[src/rtl/instr_trace_buffer_if.sv]
// instr_trace_buffer_if: trace tap, trigger control and readout bundle for instr_trace_buffer.
interface instr_trace_buffer_if #(
   parameter int ADDR_WIDTH = 32,
   parameter int INST_WIDTH = 32,
   parameter int DEPTH_LOG2 = 4
);
   logic                              trace_valid;
   logic [ADDR_WIDTH-1:0]             trace_pc;
   logic [INST_WIDTH-1:0]             trace_inst;
   logic                              trace_cond_pass;
   logic                              arm;
   logic [1:0]                        trig_mode;
   logic [ADDR_WIDTH-1:0]             trig_pc;
   logic                              rd_en;
   logic [ADDR_WIDTH+INST_WIDTH:0]    rd_data;
   logic                              rd_valid;
   logic [DEPTH_LOG2:0]               count;
   logic [1:0]                        state;
   logic                              done;
   modport master (
      output trace_valid, trace_pc, trace_inst, trace_cond_pass, arm, trig_mode, trig_pc, rd_en,
      input  rd_data, rd_valid, count, state, done
   );
   modport slave (
      input  trace_valid, trace_pc, trace_inst, trace_cond_pass, arm, trig_mode, trig_pc, rd_en,
      output rd_data, rd_valid, count, state, done
   );
endinterface

[src/rtl/instr_trace_buffer.sv]
// instr_trace_buffer: circular retired-instruction trace buffer with trigger,
// post-trigger window and oldest-first pop readout once frozen.
module instr_trace_buffer #(
   parameter int ADDR_WIDTH   = 32,
   parameter int INST_WIDTH   = 32,
   parameter int DEPTH_LOG2   = 4,
   parameter int POST_TRIGGER = 8
) (
   input  logic              clk,
   input  logic              reset,
   instr_trace_buffer_if.slave bus
);
   localparam int DEPTH = 1 << DEPTH_LOG2;
   localparam int DW    = 1 + ADDR_WIDTH + INST_WIDTH;
   typedef logic [DEPTH_LOG2-1:0] ptr_t;
   typedef logic [DEPTH_LOG2:0]   cnt_t;
   typedef enum logic [1:0] {IDLE, PRE, POST, DONE} state_t;
   state_t          state_q;
   ptr_t            wr_ptr_q, rd_ptr_q, post_q;
   cnt_t            count_q;
   logic            rd_valid_q;
   logic [DW-1:0]   rd_data_q;
   logic [DW-1:0]   mem_q [DEPTH];
   logic            hit, cap, full, pop;
   always_comb begin
      hit  = bus.trig_mode == 2'd0 ? 1'b1 :
             bus.trig_mode == 2'd1 ? bus.trace_pc == bus.trig_pc :
             bus.trig_mode == 2'd2 ? bus.trace_inst[27:25] == 3'b101 :
                                     !bus.trace_cond_pass;
      cap  = bus.trace_valid && !bus.arm && (state_q == PRE || state_q == POST);
      full = count_q == cnt_t'(DEPTH);
      pop  = state_q == DONE && bus.rd_en && count_q != '0 && !bus.arm;
   end
   always_ff @(posedge clk)
      if (cap) mem_q[wr_ptr_q] <= {bus.trace_cond_pass, bus.trace_pc, bus.trace_inst};
   always_ff @(posedge clk or posedge reset) begin
      if (reset) begin
         state_q    <= IDLE;
         wr_ptr_q   <= '0;
         rd_ptr_q   <= '0;
         post_q     <= '0;
         count_q    <= '0;
         rd_valid_q <= 1'b0;
         rd_data_q  <= '0;
      end else if (bus.arm) begin
         state_q    <= PRE;
         wr_ptr_q   <= '0;
         rd_ptr_q   <= '0;
         post_q     <= '0;
         count_q    <= '0;
         rd_valid_q <= 1'b0;
      end else begin
         rd_valid_q <= pop;
         if (pop) rd_data_q <= mem_q[rd_ptr_q];
         if (cap) wr_ptr_q <= wr_ptr_q + ptr_t'(1);
         // a full buffer drops its oldest entry so the read pointer follows the write
         if (pop || (cap && full)) rd_ptr_q <= rd_ptr_q + ptr_t'(1);
         if (pop) count_q <= count_q - cnt_t'(1);
         else if (cap && !full) count_q <= count_q + cnt_t'(1);
         if (cap && state_q == PRE && hit) begin
            post_q  <= ptr_t'(POST_TRIGGER);
            state_q <= POST_TRIGGER == 0 ? DONE : POST;
         end else if (cap && state_q == POST) begin
            post_q  <= post_q - ptr_t'(1);
            if (post_q == ptr_t'(1)) state_q <= DONE;
         end
      end
   end
   assign bus.rd_data  = rd_data_q;
   assign bus.rd_valid = rd_valid_q;
   assign bus.count    = count_q;
   assign bus.state    = state_q;
   assign bus.done     = state_q == DONE;
endmodule

[src/flat_wrapper.sv]
// flat-port wrapper written by rule: the top's interface ports become plain ports
module instr_trace_buffer_flat 
#(
   parameter int ADDR_WIDTH   = 32,
   parameter int INST_WIDTH   = 32,
   parameter int DEPTH_LOG2   = 4,
   parameter int POST_TRIGGER = 8
)
  (clk, reset, bus_trace_valid, bus_trace_pc, bus_trace_inst, bus_trace_cond_pass, bus_arm, bus_trig_mode, bus_trig_pc, bus_rd_en, bus_rd_data, bus_rd_valid, bus_count, bus_state, bus_done);
  instr_trace_buffer_if #(.ADDR_WIDTH(ADDR_WIDTH), .INST_WIDTH(INST_WIDTH), .DEPTH_LOG2(DEPTH_LOG2)) bus_i ();
  input  logic clk;
  input  logic reset;
  input wire logic [$bits(bus_i.trace_valid)-1:0] bus_trace_valid;
  input wire logic [$bits(bus_i.trace_pc)-1:0] bus_trace_pc;
  input wire logic [$bits(bus_i.trace_inst)-1:0] bus_trace_inst;
  input wire logic [$bits(bus_i.trace_cond_pass)-1:0] bus_trace_cond_pass;
  input wire logic [$bits(bus_i.arm)-1:0] bus_arm;
  input wire logic [$bits(bus_i.trig_mode)-1:0] bus_trig_mode;
  input wire logic [$bits(bus_i.trig_pc)-1:0] bus_trig_pc;
  input wire logic [$bits(bus_i.rd_en)-1:0] bus_rd_en;
  output wire logic [$bits(bus_i.rd_data)-1:0] bus_rd_data;
  output wire logic [$bits(bus_i.rd_valid)-1:0] bus_rd_valid;
  output wire logic [$bits(bus_i.count)-1:0] bus_count;
  output wire logic [$bits(bus_i.state)-1:0] bus_state;
  output wire logic [$bits(bus_i.done)-1:0] bus_done;
  assign bus_i.trace_valid = bus_trace_valid;
  assign bus_i.trace_pc = bus_trace_pc;
  assign bus_i.trace_inst = bus_trace_inst;
  assign bus_i.trace_cond_pass = bus_trace_cond_pass;
  assign bus_i.arm = bus_arm;
  assign bus_i.trig_mode = bus_trig_mode;
  assign bus_i.trig_pc = bus_trig_pc;
  assign bus_i.rd_en = bus_rd_en;
  assign bus_rd_data = bus_i.rd_data;
  assign bus_rd_valid = bus_i.rd_valid;
  assign bus_count = bus_i.count;
  assign bus_state = bus_i.state;
  assign bus_done = bus_i.done;
  instr_trace_buffer #(.ADDR_WIDTH(ADDR_WIDTH), .INST_WIDTH(INST_WIDTH), .DEPTH_LOG2(DEPTH_LOG2), .POST_TRIGGER(POST_TRIGGER)) u_core (.clk(clk), .reset(reset), .bus(bus_i));
endmodule
[config.mk]
export PLATFORM = sky130hd
export DESIGN_NAME = instr_trace_buffer_flat
export DESIGN_NICKNAME = d
export VERILOG_FILES = /design/src/rtl/instr_trace_buffer_if.sv /design/src/rtl/instr_trace_buffer.sv /design/src/flat_wrapper.sv
export SDC_FILE = /design/constraint.sdc
export NUM_CORES = 1
export LEC_CHECK = 0
export ABC_AREA = 1
export CAP_MARGIN = 25
export CORE_ASPECT_RATIO = 2
export CORE_MARGIN = 2
export CORE_UTILIZATION = 55
export CTS_CLUSTER_DIAMETER = 60
export DETAILED_ROUTE_END_ITERATION = 12
export PLACE_DENSITY = 0.79
export SYNTH_ARGS = -nofsm -noshare
export SYNTH_HDL_FRONTEND = slang
export SYNTH_SLANG_ARGS = --single-unit
export TNS_END_PERCENT = 5
[constraint.sdc]
create_clock -name clk -period 4.2 [get_ports clk]
set_input_delay 0.63 -clock clk [delete_from_list [all_inputs] [get_ports clk]]
set_output_delay 0.63 -clock clk [all_outputs]
set_load 0.01 [all_outputs]
Figure 1. Sizing map (run 1).
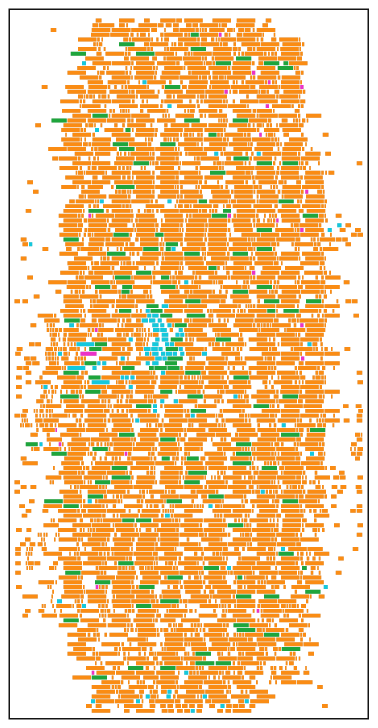
- _0 and _1 cells: orange (cells 3,157; share 92%; most used edfxtp_1)
- _2 cells: magenta (cells 23; share 0.67%; most used clkinv_2)
- _6 and larger: green (cells 141; share 4.1%; most used clkbuf_16)
- _3 and _4 cells: cyan (cells 95; share 2.8%; most used buf_4)

Figure 2. M2 wires (run 1).
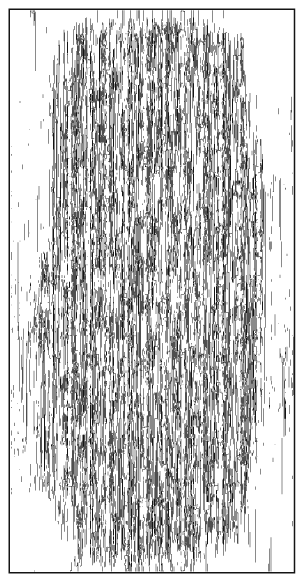
- main direction: vertical
- share of all routed wire: 52%
- wire length on this layer: 56.1 mm

Figure 3. Clock routing (run 1).
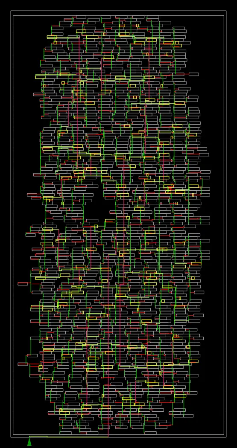
CTS Sinks: 1,125
Max Clock Skew: 0.0228 ns

==> results.sh, run 1 <==
# physical design summary
export IMPL_route_detailed_drc=0
export IMPL_critPathLaunchType="register"
export IMPL_status="completed"
export IMPL_yosysWarnings=0
export IMPL_grt_ovfl_total=0
export IMPL_drive_gt1_share_pct=7.58
export IMPL_ant_nets=0
export IMPL_dp_cells=4289
export IMPL_syn_inst=3230
export IMPL_syn_nets=3348
export IMPL_grt_pass1_vias=28400
export IMPL_power_density_nw_per_um2=489
export IMPL_drtIter0Drc=3412
export IMPL_path_class="register to register"
export IMPL_area_growth_pct=13.5
export IMPL_setup_viol=0
export IMPL_antenna_found_initial=3
export IMPL_cp_startpoint="u_core.rd_ptr_q[0]"
export IMPL_yosys_stat_seqShare_pct=75.6
export IMPL_max_vdd_ir_drop_uv=354
export IMPL_avgRoutedWirePerCell_um=24.5
export IMPL_numCtsBuffers=87
export IMPL_cts_root_buf="clkbuf_16"
export IMPL_arrival_ns=3.62
export IMPL_synth_avg_cell_area_um2=13.7
export IMPL_grt_pass1_wl_um=163000
export IMPL_slew_violations=0
export IMPL_cp_required_ns=4.80
export IMPL_syn_area_um2=44100
export IMPL_cts_resized=0
export IMPL_tns_ns=0
export IMPL_viasPerCell=6.33
export IMPL_fp_util_pct=55.6
export IMPL_worst_setup_path_end_kind="register"
export IMPL_r2r_slack_ns=1.17
export IMPL_hold_buffers=0
export IMPL_relSlewSlack_pct=18.1
export IMPL_die_h_um=404
export IMPL_rsz0062_at_grt="false"
export IMPL_clk_insertion_delay_late_ns=0.66
export IMPL_rows=146
export IMPL_cts_tree="built"
export IMPL_gp_congestion=0.783
export IMPL_clk_path_buf_depth=3
[run 1: cells in the mapped netlist, drive strengths merged]
master	count	share of area [%]
inv	41	0.36
or2	1	0.014
nand4	6	0.085
a31oi	60	0.85
ha	13	0.37
a22oi	1	0.017
nor3b	1	0.017
edfxtp	1040	71
nand2	102	0.87
o22ai	88	1.2
fa	1	0.045
clkbuf	117	1.0
nand3	101	1.1
o21ai	562	6.4
dfrtp	85	4.8
buf	113	1.7
and3	1	0.014
a21oi	14	0.16
xor2	4	0.079
o221ai	178	3.5
mux2i	4	0.091
a211oi	1	0.017
xnor2	26	0.52
a22o	1	0.020
o31ai	2	0.034
nor2	667	5.7
[run 1: critical path, cell delays in order, from the launching register on]
cell,delay (ns)
dfrtp_4,0.53
buf_4,0.63
buf_4,0.63
o21ai_0,0.22
o22ai_1,0.30
nor2_1,0.07
o22ai_1,0.29
nand2_1,0.08
nand2_1,0.08
[run 1: layout by cell type, fill, tap and decap left out, drive strengths merged, types with 2 or more instances in the layout]
master            n
a21oi            14
a31oi            60
buf              76
bufinv           14
clkbuf          106
clkdlybuf4s50   177
clkinv           27
clkinvlp         11
dfrtp            85
diode             2
edfxtp         1040
ha               13
inv              46
mux2i             4
nand2           102
nand3           101
nand4             6
nor2            667
o21ai           562
o221ai          178
o22ai            88
o31ai             2
xnor2            26
xor2              4
[run 1: per-stage QoR]
stage	total power, W	util (%)	area [um2]	setup WS [ns]	hold slack, ns
2_1_floorplan	0.0144	-	44100	-0.168	0.476
3_3_place_gp	0.0158	59.2	46900	1.01	0.466
3_5_place_dp	0.0158	59.2	46900	0.962	0.473
4_1_cts	0.0245	63.1	50000	1.27	0.491
5_1_grt	0.0251	63.1	50000	1.07	0.522
6_report	0.0245	63.1	50000	1.17	0.477
[run 1: cell type report]
class	instances	area [um2]	area share [%]
clock buffer	106	2410	4.82
inverter	41	185	0.370
clock inverter	57	694	1.39
multi-input combinational	1834	9490	19.0
timing repair buffer	253	2580	5.16
antenna	2	5.00	0.0100
sequential	1125	33400	66.7
tap	1036	1300	2.59
[run 1: routing by layer]
layer  global-route usage, %  part of all wire, %  vias to the layer above
met5                       0                0.026                        -
met4                    13.1                  4.4                        4
met3                    4.06                  7.7                      298
met2                    45.0                   52                     1532
met1                    32.0                   36                    14000
li1                        -                    -                    12400
[run 1: registers in the layout, summed over array words and instances (netlist names)]
name,cells
u_core.rd_ptr_q,4
u_core.post_q,4
u_core.bus.count,5
u_core.bus.state,2
u_core.wr_ptr_q,4
u_core.mem_q,1040
u_core.bus.rd_valid,1
u_core.bus.rd_data,65
[run 1: cell families after synthesis]
logic type	Yosys count	share of synthesized area (%)
DFF	1125	75.6
AOI/OAI and AO/OA	907	12.3
and+or+nand+nor	879	7.88
buffers and inverters	271	3.11
xor gates and xnor gates	30	0.596
adders and majority gates	14	0.414
muxes	4	0.0908
[run 1: power by group]
part / switching, W / internal [W]
logic: 0.00151 / 0.00116
clock network: 0.00386 / 0.00499
registers: 0.000311 / 0.0126
Figure 4. Placement by cell class (run 1).
The bar under the picture is 50 um long. Fill, decap, tap and diode cells in gray.
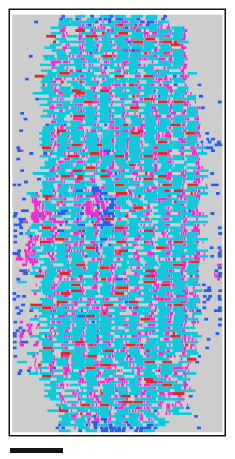

==> inputs of run 2 (changes only) <==
clock period = 2.6 ns   (was 4.2 ns; I/O delays follow)
Figure 5. Placement by cell class (run 2).
The bar under the picture is 50 um long. Fill, decap, tap and diode cells in gray.
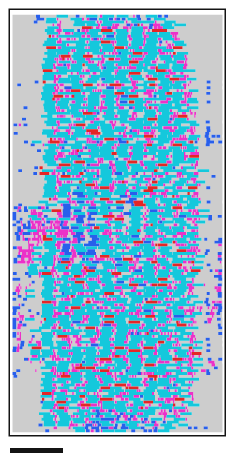
- clock drivers and dummy loads: red (cells 164)
- other buffers and delay cells: blue (cells 332)
- combinational and other logic: magenta (cells 1,875)
- flops: cyan (cells 1,125)

==> results.sh, run 2 <==
# physical design summary
export IMPL_status="completed"
export IMPL_r2r_slack_ns=0.23
export IMPL_top_cells_by_count="edfxtp_1, nor2_1, o21ai_0"
export IMPL_numCtsBuffers=88
export IMPL_synth_flops=1125
export IMPL_tns_ns=0
export IMPL_async_reset_ff_share_pct=7.56
export IMPL_clock_sinks=1125
export IMPL_finalCritPeriodShare_pct=91.0
export IMPL_grt_pass1_vias=29400
export IMPL_worstMarginPinSlew_ns=0.751
export IMPL_top_cells_by_area="edfxtp_1, o21ai_0, nor2_1"
export IMPL_antenna_found_initial=8
export IMPL_route_detailed_drc=0
export IMPL_syn_nets=3348
export IMPL_cp_max_fo=167
export IMPL_drt_total_wl_um=116000
export IMPL_top_cell="edfxtp_1"
export IMPL_gp_congestion=0.805
export IMPL_post_route_util_pct=64.6
export IMPL_dr_pass1_iters=6
export IMPL_finalHoldViolCount=0
export IMPL_top_register="u_core.mem_q"
export IMPL_area_growth_pct=16.1
export IMPL_grt_max_degree=168
export IMPL_rows=146
export IMPL_avgRoutedWirePerCell_um=25.6
export IMPL_cts_root_buf="clkbuf_16"
export IMPL_arrival_ns=2.94
export IMPL_gr_usage_all_layers_pct=28.1
export IMPL_p_leak_nw=16.9
export IMPL_crit_path_top_delay_cell="dfrtp_4"
export IMPL_edf_count=1040
export IMPL_yosysUniqueCellTypes=36
export IMPL_layout_top_cells="edfxtp_1, nor2_1, o21ai_0"
export IMPL_fp_util_pct=55.6
export IMPL_ys_cells=3230
export IMPL_rr_endpoint="u_core.bus.rd_data[41]"
export IMPL_yosysWarnings=0
export IMPL_critPathLaunchType="register"
export IMPL_yosys_area_top_type_share_pct=70.8
export IMPL_ys_area_um2=44100
export IMPL_grt_pass1_wl_um=174000
export IMPL_max_freq_mhz=423
export IMPL_synth_avg_cell_area_um2=13.7
export IMPL_ant_nets=0
export IMPL_ys_flop_type="edfxtp_1"
export IMPL_die_h_um=404
export IMPL_power_density_nw_per_um2=774
export IMPL_syn_area_um2=44100
export IMPL_max_vdd_ir_drop_uv=515
export IMPL_drtIter0Drc=3952
export IMPL_largest_reg_flops=1040
export IMPL_final_instance_count_excl_fill=4536
export IMPL_viasPerCell=6.41
export IMPL_grt_ovfl_total=0
export IMPL_dpl_hpwl_um=65800
export IMPL_path_class="register to register"
export IMPL_dieArea_um2=82600
export IMPL_num_vias=29100
export IMPL_r2r_start="u_core.rd_ptr_q[0]"
export IMPL_dp_cells=4368
export IMPL_io_pins=178
export IMPL_cts_max_level=3
export IMPL_hold_buffers=0
export IMPL_drive_gt1_share_pct=9.61
export IMPL_syn_inst=3230
export IMPL_tool_warnings=40
export IMPL_core_area_um2=79300
export IMPL_cts_setup_buffers=0
export IMPL_cp_required_ns=3.17
export IMPL_lay_top_count="edfxtp_1"
export IMPL_hp_class="input port to async pin"
export IMPL_setup_viol=0
export IMPL_clk_path_buf_depth=3
export IMPL_cts_resized=0
export IMPL_skew_ns=0.0153
export IMPL_cp_slowest_stage_delay_ns=0.61
export IMPL_clk_insertion_delay_late_ns=0.66
export IMPL_yosys_stat_seqShare_pct=75.6
export IMPL_cp_cell_sequence="inv_16 > buf_4 > o21ai_0 > o221ai_1 > nand3_1 > a31oi_1"
export IMPL_slew_violations=0
export IMPL_reg2reg_depth=6
export IMPL_synth_top_cell_by_area="edfxtp_1"
export IMPL_worst_setup_path_end_kind="register"
export IMPL_cts_tree="built"
export IMPL_relSlewSlack_pct=49.9
export IMPL_cp_startpoint="u_core.rd_ptr_q[0]"
export IMPL_rsz0062_at_grt="false"
[run 2: worst min path at each step]
stage                                         to  slack (ns)  depth (start not counted)
final                      u_core.bus.rd_data[5]        0.11                          2
after global routing      u_core.bus.rd_data[11]        0.13                          2
after CTS                  u_core.bus.rd_data[7]        0.09                          2
after detailed placement  u_core.bus.rd_data[61]        0.47                          2
after global placement    u_core.bus.rd_data[61]        0.47                          2
after floorplan               u_core.wr_ptr_q[2]        0.45                          1
[run 2: logic make-up after synthesis]
family,share of synthesized area [%]
XOR/XNOR,0.596
AND-OR/OR-AND,12.3
multiplexers,0.0908
AND/OR/NAND/NOR,7.88
buffers and inverters,3.11
flip-flops,75.6
adder cells (fa/ha/maj),0.414
[run 2: final cells by class]
class	instances	area, um2
inverter	41	190
antenna	4	10.0
clock inverter	47	561
clock buffer	117	2500
sequential	1125	33400
tap	1036	1300
fill	5398	28100
multi-input combinational	1834	9490
timing repair buffer	332	3770
[run 2: routing by layer]
metal | GRT usage (%) | up-vias | share of wire, %
met5 | 0 | - | 0.034
met4 | 14.5 | 6 | 4.6
met3 | 5.00 | 354 | 8.7
met2 | 47.6 | 1784 | 51
met1 | 34.6 | 14400 | 35
li1 | - | 12500 | -
[run 2: worst max-delay path, delay by kind of cell (launching register included)]
kind	cells	cell delay, ns
flops	1	0.61
buf+inv	2	0.85
compound gates	3	0.56
simple gates	1	0.13
[run 2: report_power, final]
group          switching, W  internal (W)
sequential         0.000559        0.0204
combinational       0.00251       0.00199
clock               0.00630       0.00785
total               0.00936        0.0302
[run 2: stage by stage]
stage | worst slack, ns | total power [W] | cell area [um2] | hold slack (ns)
6_report | 0.234 | 0.0396 | 51200 | 0.114
5_1_grt | 0.0759 | 0.0407 | 51200 | 0.128
4_1_cts | 0.298 | 0.0397 | 51200 | 0.0866
3_5_place_dp | -0.0864 | 0.0258 | 48100 | 0.473
3_3_place_gp | -0.107 | 0.0257 | 48100 | 0.470
2_1_floorplan | -0.707 | 0.0233 | 44200 | 0.453
Power is estimated from default activity; no workload was simulated.
